Figure 1. Signal wires by layer.
Scale: 6 px per µm. Two of the layers only.
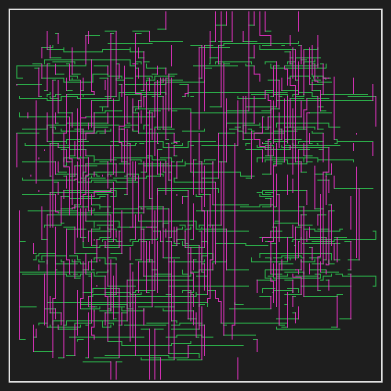
Figure 2. Pin placement.
Scale: 8 px per µm. Pins as bars across the die edge, other pins in grey.
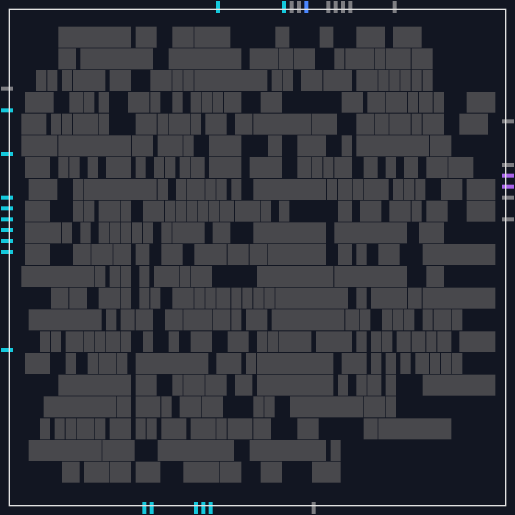
Figure 3. Placed standard cells.
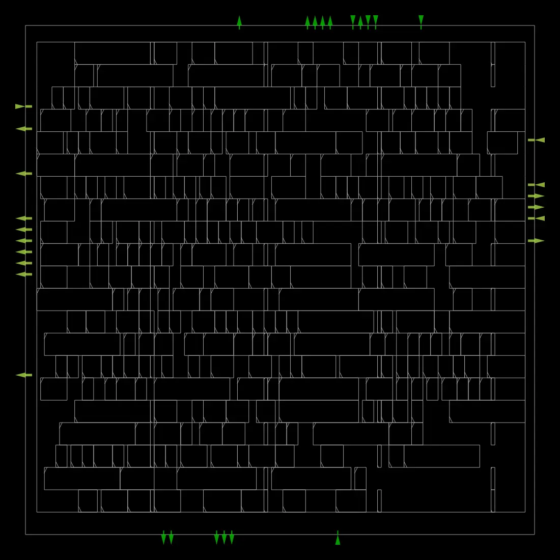
Figure 4. Layout detail.
Region (11, 11) to (51, 51) µm. Cells in grey, sequential cells in the stronger grey; small squares are vias.
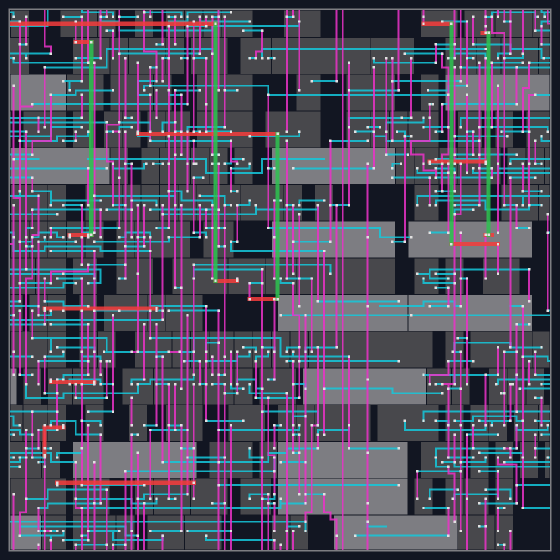
Figure 5. Signal wires on met2.
Scale: 6 px per µm. Cells faint in the background.
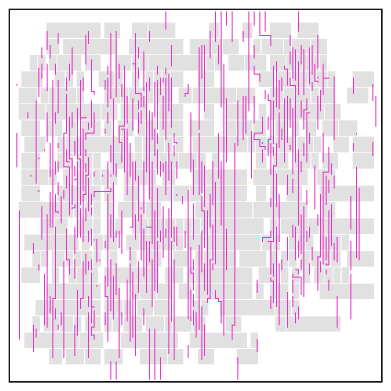
## src/rtl/pipeline_stall_controller.sv

```systemverilog
// ---------------------------------------------------------------------------
// pipeline_stall_controller
//
// Hazard/stall sequencer for a 5-stage in-order pipeline. In RUN the
// pipeline-control outputs respond combinationally to the hazard inputs in
// the same cycle (Mealy). Multi-cycle sequences use two waiting states:
// STALL for fixed-length branch-dependency stalls, and MD_WAIT for a
// multicycle mult/div, which a 6-bit watchdog guards.
//
// Ports
//   Clk            in   rising-edge clock
//   Reset          in   asynchronous, active-high; clears all state
//   LoadUseHazard  in   ID reads rt of a load in EX
//   BranchDepEX    in   branch in ID depends on the instruction in EX
//   BranchDepMEM   in   branch in ID depends on the instruction in MEM
//   ID_EXMemRead   in   instruction in EX is a load
//   BranchTaken    in   branch/jump in ID resolved taken
//   MulDivStart    in   multicycle mult/div issued from EX
//   MulDivDone     in   mult/div result ready this cycle
//   PCWrite        out  1 = PC updates
//   IF_IDWrite     out  1 = IF/ID register loads
//   ID_EXBubble    out  1 = zero ID/EX control fields
//   IF_IDFlush     out  1 = clear IF/ID to a nop
//   CtrlState      out  registered state: RUN=0, STALL=1, MD_WAIT=2
//   StallCycles    out  saturating count of cycles with PCWrite=0
//   MdTimeout      out  sticky mult/div watchdog-expired flag
// ---------------------------------------------------------------------------
module pipeline_stall_controller (
  input  logic        Clk,
  input  logic        Reset,
  input  logic        LoadUseHazard,
  input  logic        BranchDepEX,
  input  logic        BranchDepMEM,
  input  logic        ID_EXMemRead,
  input  logic        BranchTaken,
  input  logic        MulDivStart,
  input  logic        MulDivDone,
  output logic        PCWrite,
  output logic        IF_IDWrite,
  output logic        ID_EXBubble,
  output logic        IF_IDFlush,
  output logic [1:0]  CtrlState,
  output logic [15:0] StallCycles,
  output logic        MdTimeout
);

  typedef enum logic [1:0] {
    RUN     = 2'd0,
    STALL   = 2'd1,
    MD_WAIT = 2'd2,
    BAD     = 2'd3
  } state_t;

  // The watchdog value at which one more not-done cycle brings it to 63.
  // Counting the issue cycle, this gives 64 stall cycles before giving up.
  localparam logic [5:0]  WD_LAST = 6'd62;
  localparam logic [15:0] SC_MAX  = 16'hFFFF;

  state_t      state_r;
  state_t      state_next_s;
  logic [1:0]  remaining_r;
  logic [1:0]  remaining_next_s;
  logic [5:0]  watchdog_r;
  logic [5:0]  watchdog_next_s;
  logic [15:0] stall_cycles_r;
  logic        md_timeout_r;
  logic        timeout_set_s;
  logic        stall_s;
  logic        flush_s;

  assign CtrlState   = state_r;
  assign StallCycles = stall_cycles_r;
  assign MdTimeout   = md_timeout_r;

  // Next-state logic and the stall/flush decision for the current cycle.
  always_comb begin
    state_next_s     = state_r;
    remaining_next_s = remaining_r;
    watchdog_next_s  = watchdog_r;
    timeout_set_s    = 1'b0;
    stall_s          = 1'b0;
    flush_s          = 1'b0;
    case (state_r)
      RUN: begin
        // Only the highest-priority event present is serviced.
        if (MulDivStart) begin
          if (MulDivDone) begin
            state_next_s = RUN;
          end else begin
            stall_s         = 1'b1;
            state_next_s    = MD_WAIT;
            watchdog_next_s = 6'd0;
          end
        end else if (BranchDepEX) begin
          // Detect cycle is the first stall; Remaining counts the rest.
          stall_s          = 1'b1;
          remaining_next_s = ID_EXMemRead ? 2'd2 : 2'd1;
          state_next_s     = STALL;
        end else if (LoadUseHazard || BranchDepMEM) begin
          stall_s = 1'b1;
        end else if (BranchTaken) begin
          flush_s = 1'b1;
        end else begin
          flush_s = 1'b0;
        end
      end
      STALL: begin
        stall_s = 1'b1;
        if (remaining_r <= 2'd1) begin
          remaining_next_s = 2'd0;
          state_next_s     = RUN;
        end else begin
          remaining_next_s = remaining_r - 2'd1;
        end
      end
      MD_WAIT: begin
        if (MulDivDone) begin
          state_next_s    = RUN;
          watchdog_next_s = 6'd0;
        end else begin
          stall_s         = 1'b1;
          watchdog_next_s = watchdog_r + 6'd1;
          if (watchdog_r == WD_LAST) begin
            timeout_set_s = 1'b1;
            state_next_s  = RUN;
          end else begin
            state_next_s = MD_WAIT;
          end
        end
      end
      default: begin
        // Illegal encoding: hold the pipeline for one cycle and recover.
        stall_s          = 1'b1;
        state_next_s     = RUN;
        remaining_next_s = 2'd0;
        watchdog_next_s  = 6'd0;
      end
    endcase
  end

  // Pipeline-control outputs; Reset forces the stall set combinationally.
  always_comb begin
    if (Reset) begin
      PCWrite     = 1'b0;
      IF_IDWrite  = 1'b0;
      ID_EXBubble = 1'b1;
      IF_IDFlush  = 1'b0;
    end else begin
      PCWrite     = ~stall_s;
      IF_IDWrite  = ~stall_s;
      ID_EXBubble = stall_s;
      IF_IDFlush  = flush_s;
    end
  end

  // State, counters and the sticky timeout flag.
  always_ff @(posedge Clk or posedge Reset) begin
    if (Reset) begin
      state_r        <= RUN;
      remaining_r    <= 2'd0;
      watchdog_r     <= 6'd0;
      stall_cycles_r <= 16'd0;
      md_timeout_r   <= 1'b0;
    end else begin
      state_r     <= state_next_s;
      remaining_r <= remaining_next_s;
      watchdog_r  <= watchdog_next_s;
      if (timeout_set_s) begin
        md_timeout_r <= 1'b1;
      end
      if (stall_s && (stall_cycles_r != SC_MAX)) begin
        stall_cycles_r <= stall_cycles_r + 16'd1;
      end
    end
  end

endmodule

```

## config.mk

```make
export PLATFORM = sky130hd
export DESIGN_NAME = pipeline_stall_controller
export DESIGN_NICKNAME = d
export VERILOG_FILES = /design/src/rtl/pipeline_stall_controller.sv
export SDC_FILE = /design/constraint.sdc
export NUM_CORES = 1
export LEC_CHECK = 0
export ABC_AREA = 1
export CORE_UTILIZATION = 47
export CTS_CLUSTER_SIZE = 25
export DETAILED_ROUTE_END_ITERATION = 7
export PLACE_DENSITY = 0.76
export SLEW_MARGIN = 30
export SYNTH_ARGS = -nofsm -noshare
export SYNTH_HDL_FRONTEND = slang
export SYNTH_SLANG_ARGS = --single-unit
```

## constraint.sdc

```tcl
create_clock -name Clk -period 1.5 [get_ports Clk]
set_input_delay 0.225 -clock Clk [delete_from_list [all_inputs] [get_ports Clk]]
set_output_delay 0.225 -clock Clk [all_outputs]
set_load 0.005 [all_outputs]
```

==> PnR_summary.wiki <==
== Run summary ==
{| class="wikitable"
! Metric !! Value
|-
| Gates resized, CTS repair || 36
|-
| TritonCTS clock tree || done
|-
| Clock buffers created by TritonCTS || 3
|-
| Max frequency || 0.625 GHz
|-
| H-tree depth || 1
|-
| Count of buffer and inverter cells on the critical path || 2
|-
| Number of nets in the final layout || 329
|-
| Ratio of cells with drive above 1 in the final layout || 0.278
|-
| Die Footprint || between 3000 and 4000 µm²
|-
| Post-route standard cell area excluding fillers || approximately 2500 µm²
|-
| Logic area || 930 µm²
|-
| Yosys stat area || 1680 µm²
|-
| Initial Utilization || 0.497
|-
| Nets at Floorplan || ~250
|-
| Post-synth top cells || nand2_1, dfrtp_1, inv_1
|-
| Vertical die dimension || roughly 62 µm
|-
| Fin Hold WS || 250 ps
|-
| Reg-to-reg critical path endpoint || StallCycles[10]$_DFFE_PP0P_
|-
| Width of the chip || between 60 and 70 µm
|-
| Routed WL || 4210 µm
|-
| Most common cell after layout, fill and taps aside || nand2_1
|-
| Mean number of vias per cell || 4.88
|-
| Area of the core region || 3390 µm²
|-
| Number of multi-input combinational cells in the layout || 180
|-
| Residual antenna-violating net count after detailed routing || 0
|-
| Transition time at the pin with the least slew margin || 339 ps
|-
| Clock-cell share || 0.0125
|-
| Post-layout total power || around 2500 µW
|-
| Non-clock buffering overhead || 0.279
|-
| Category of the most critical setup path || flip-flop to primary output
|-
| Crit path max-delay cell type || clkdlybuf4s50_1
|-
| Clk latency late pin || 350 ps
|-
| Hold violation count in the final report || 0
|-
| Largest delay contributor family on the critical path || buffers and inverters
|-
| Placed standard-cell area || 2220 µm²
|-
| Antenna Cells || 0
|-
| Leakage power total || ~0.0014 µW
|-
| Number of max-cap violations || 0
|-
| Violated checks || negative setup slack
|-
| Via count of the first global-routing pass || about 1600
|-
| Cts hold-fix bufs || 0
|-
| Max transition margin || 0.772
|-
| Power density normalized to cell area || 996 nW/µm²
|-
| Setup slack at placement || -442 ps
|-
| Final RePlAce weighted congestion || 0.854
|-
| Final Worst Setup Slack || -100 ps
|-
| Top cells by area || dfrtp_1, nand2_1, inv_1
|-
| Remaining Overflow, GRT || 0
|-
| Yosys warning tally || 0
|-
| Maximum number of buffers from clock root to sink || 2
|-
| Number of DRC violations after detailed-routing iteration 0 || about 100
|-
| Critical path startpoint category || flip-flop
|-
| Clock sink count || 27
|-
| Commonest cells after routing, fill and taps aside || nand2_1, buf_4, inv_1
|-
| Portion of synthesized cell area occupied by the leading cell type || 0.401
|-
| Final sum of negative setup slack || -331 ps
|-
| Layout Area Growth over Synthesis || 48.1%
|-
| Yosys cell types || 25
|-
| Mapped Cells || roughly 240
|-
| Global router's overall resource usage || 0.230
|-
| Flip-flop count of the largest register, all copies and words added || 16
|-
| Slowest stage delay, CP || ~480 ps
|-
| Average cell area after synthesis || 7.14 µm²
|-
| Period utilisation layout || 1.07
|-
| Post-route DRC || 0
|-
| Yosys top cell by area || dfrtp_1
|-
| Final max-slew violation count || 0
|-
| Area taken by flip-flops and latches || 682 µm²
|-
| Number of antenna violations at the first check in global routing || 0
|-
| Setup skew after layout || 16.8 ps
|-
| Leading cell kind || logic gates
|-
| Flop2flop setup slack || roughly 70 ps
|-
| R2r startpoint || StallCycles[1]$_DFFE_PP0P_
|-
| Crit path capture || CtrlState[0]
|-
| RSZ-0062 raised after global routing || true
|-
| Status || finished with violations
|-
| Proportion of synthesized flip-flops having asynchronous set or reset || 1.00
|-
| Highest net fanout along the worst path || 3
|-
| Overall via count from detail_route || between 1500 and 2000
|-
| Primary FF master, synth || dfrtp_1
|-
| First-pass GRT wire length || between 6000 and 7000 µm
|-
| CTS clk-pin slew, worst paths || 150 ps
|-
| Seq/total area || 0.273
|-
| Standard-cell row count || 21
|-
| Layout clock buffers || 3
|-
| Cell count listed in synth_stat.txt || 236
|-
| HPWL after detailed placement || roughly 2800 µm
|-
| Flops out of synthesis || 27
|-
| IO buf count || 31
|-
| Endpoint class of the critical path || primary output
|-
| Worst setup startpoint || CtrlState[0]$_DFFE_PP0P_
|-
| Type of the tightest min-delay check || input port to async pin
|-
| Required @ worst endpoint || around 1300 ps
|-
| Inverters || 26
|-
| Warning total across the stage logs || 29
|-
| Worst path arrival time || 1380 ps
|-
| Share of the yosys chip area belonging to registers || 0.401
|-
| Final cell utilization of the core || 0.736
|-
| Number of endpoints failing setup at the final stage || 5
|-
| Crit path time final || about 1600 ps
|-
| Flip-flops with a built-in enable || 0
|-
| Most frequent cell after synthesis || nand2_1
|-
| Worst reg-to-reg path cell count || 10
|-
| Post-Syn Area || 1680 µm²
|-
| Maximum VDD drop || around 920 µV
|-
| Total I/O pin count || 32
|-
| Number of setup buffers added after CTS || 19
|-
| Flops || 27
|}
## Picture notes: Figure 1
M2: drawn in magenta, wire length 2090 µm. M1: drawn in green, wire length 1910 µm.

## Picture notes: Figure 2
`CtrlState`: drawn in purple, pins 2, direction output, edge east. `PCWrite`: drawn in blue, pins 1, direction output, edge north. `StallCycles`: drawn in cyan, pins 16, direction output, edge 9 west, 5 south, 2 north.

## Picture notes: Figure 3
Filler Cell Count: 246
post-route insts no fill: 362
Taps Inserted: 46

## Picture notes: Figure 4
M2: drawn in magenta. M3: drawn in red. M1: drawn in cyan. M4: drawn in green.
184 logic cells have their middle in the window. Most frequent: nand2_1 (59), buf_4 (26). Sequential cells in the window: 12. Netlist names of flops here include `StallCycles` (5), `watchdog_r` (3), `CtrlState` (2).

## Picture notes: Figure 5
The layer holds 50% of the routed length. The longest straight run is 45.2 µm. 269 nets have wire on it. The wires run mostly vertical. The layer carries 2090 µm of wire.

[report_power, final]
| part | total [µW] | switching, µW | internal, µW |
|---|---|---|---|
| Clock | 354 | 245 | 109 |
| Sequential | 936 | 97.4 | 839 |
| Combinational | 1190 | 559 | 634 |
[worst min-delay path, cell delays in order]
cell and delay (ps):
clkdlybuf4s50_1 390, inv_1 150, buf_4 170
[per-layer routing]
metal / global-route usage / share of wire
met1: 0.280 / 0.45
met2: 0.399 / 0.50
met3: 0.0414 / 0.030
met4: 0.0952 / 0.018
met5: 0 / 0
[kinds of logic (layout without fill, tap and decap cells)]
logic type      after synthesis  count (layout)  share of synthesized area
compound gates               15              15                     0.0542
xor+xnor                      8               8                     0.0416
flops                        27              27                      0.401
fa+ha+maj                     3               3                     0.0223
buf+inv                      29             109                     0.0780
simple gates                154             154                      0.403
Power figures rest on the tool's default switching activity, not on a simulated workload.
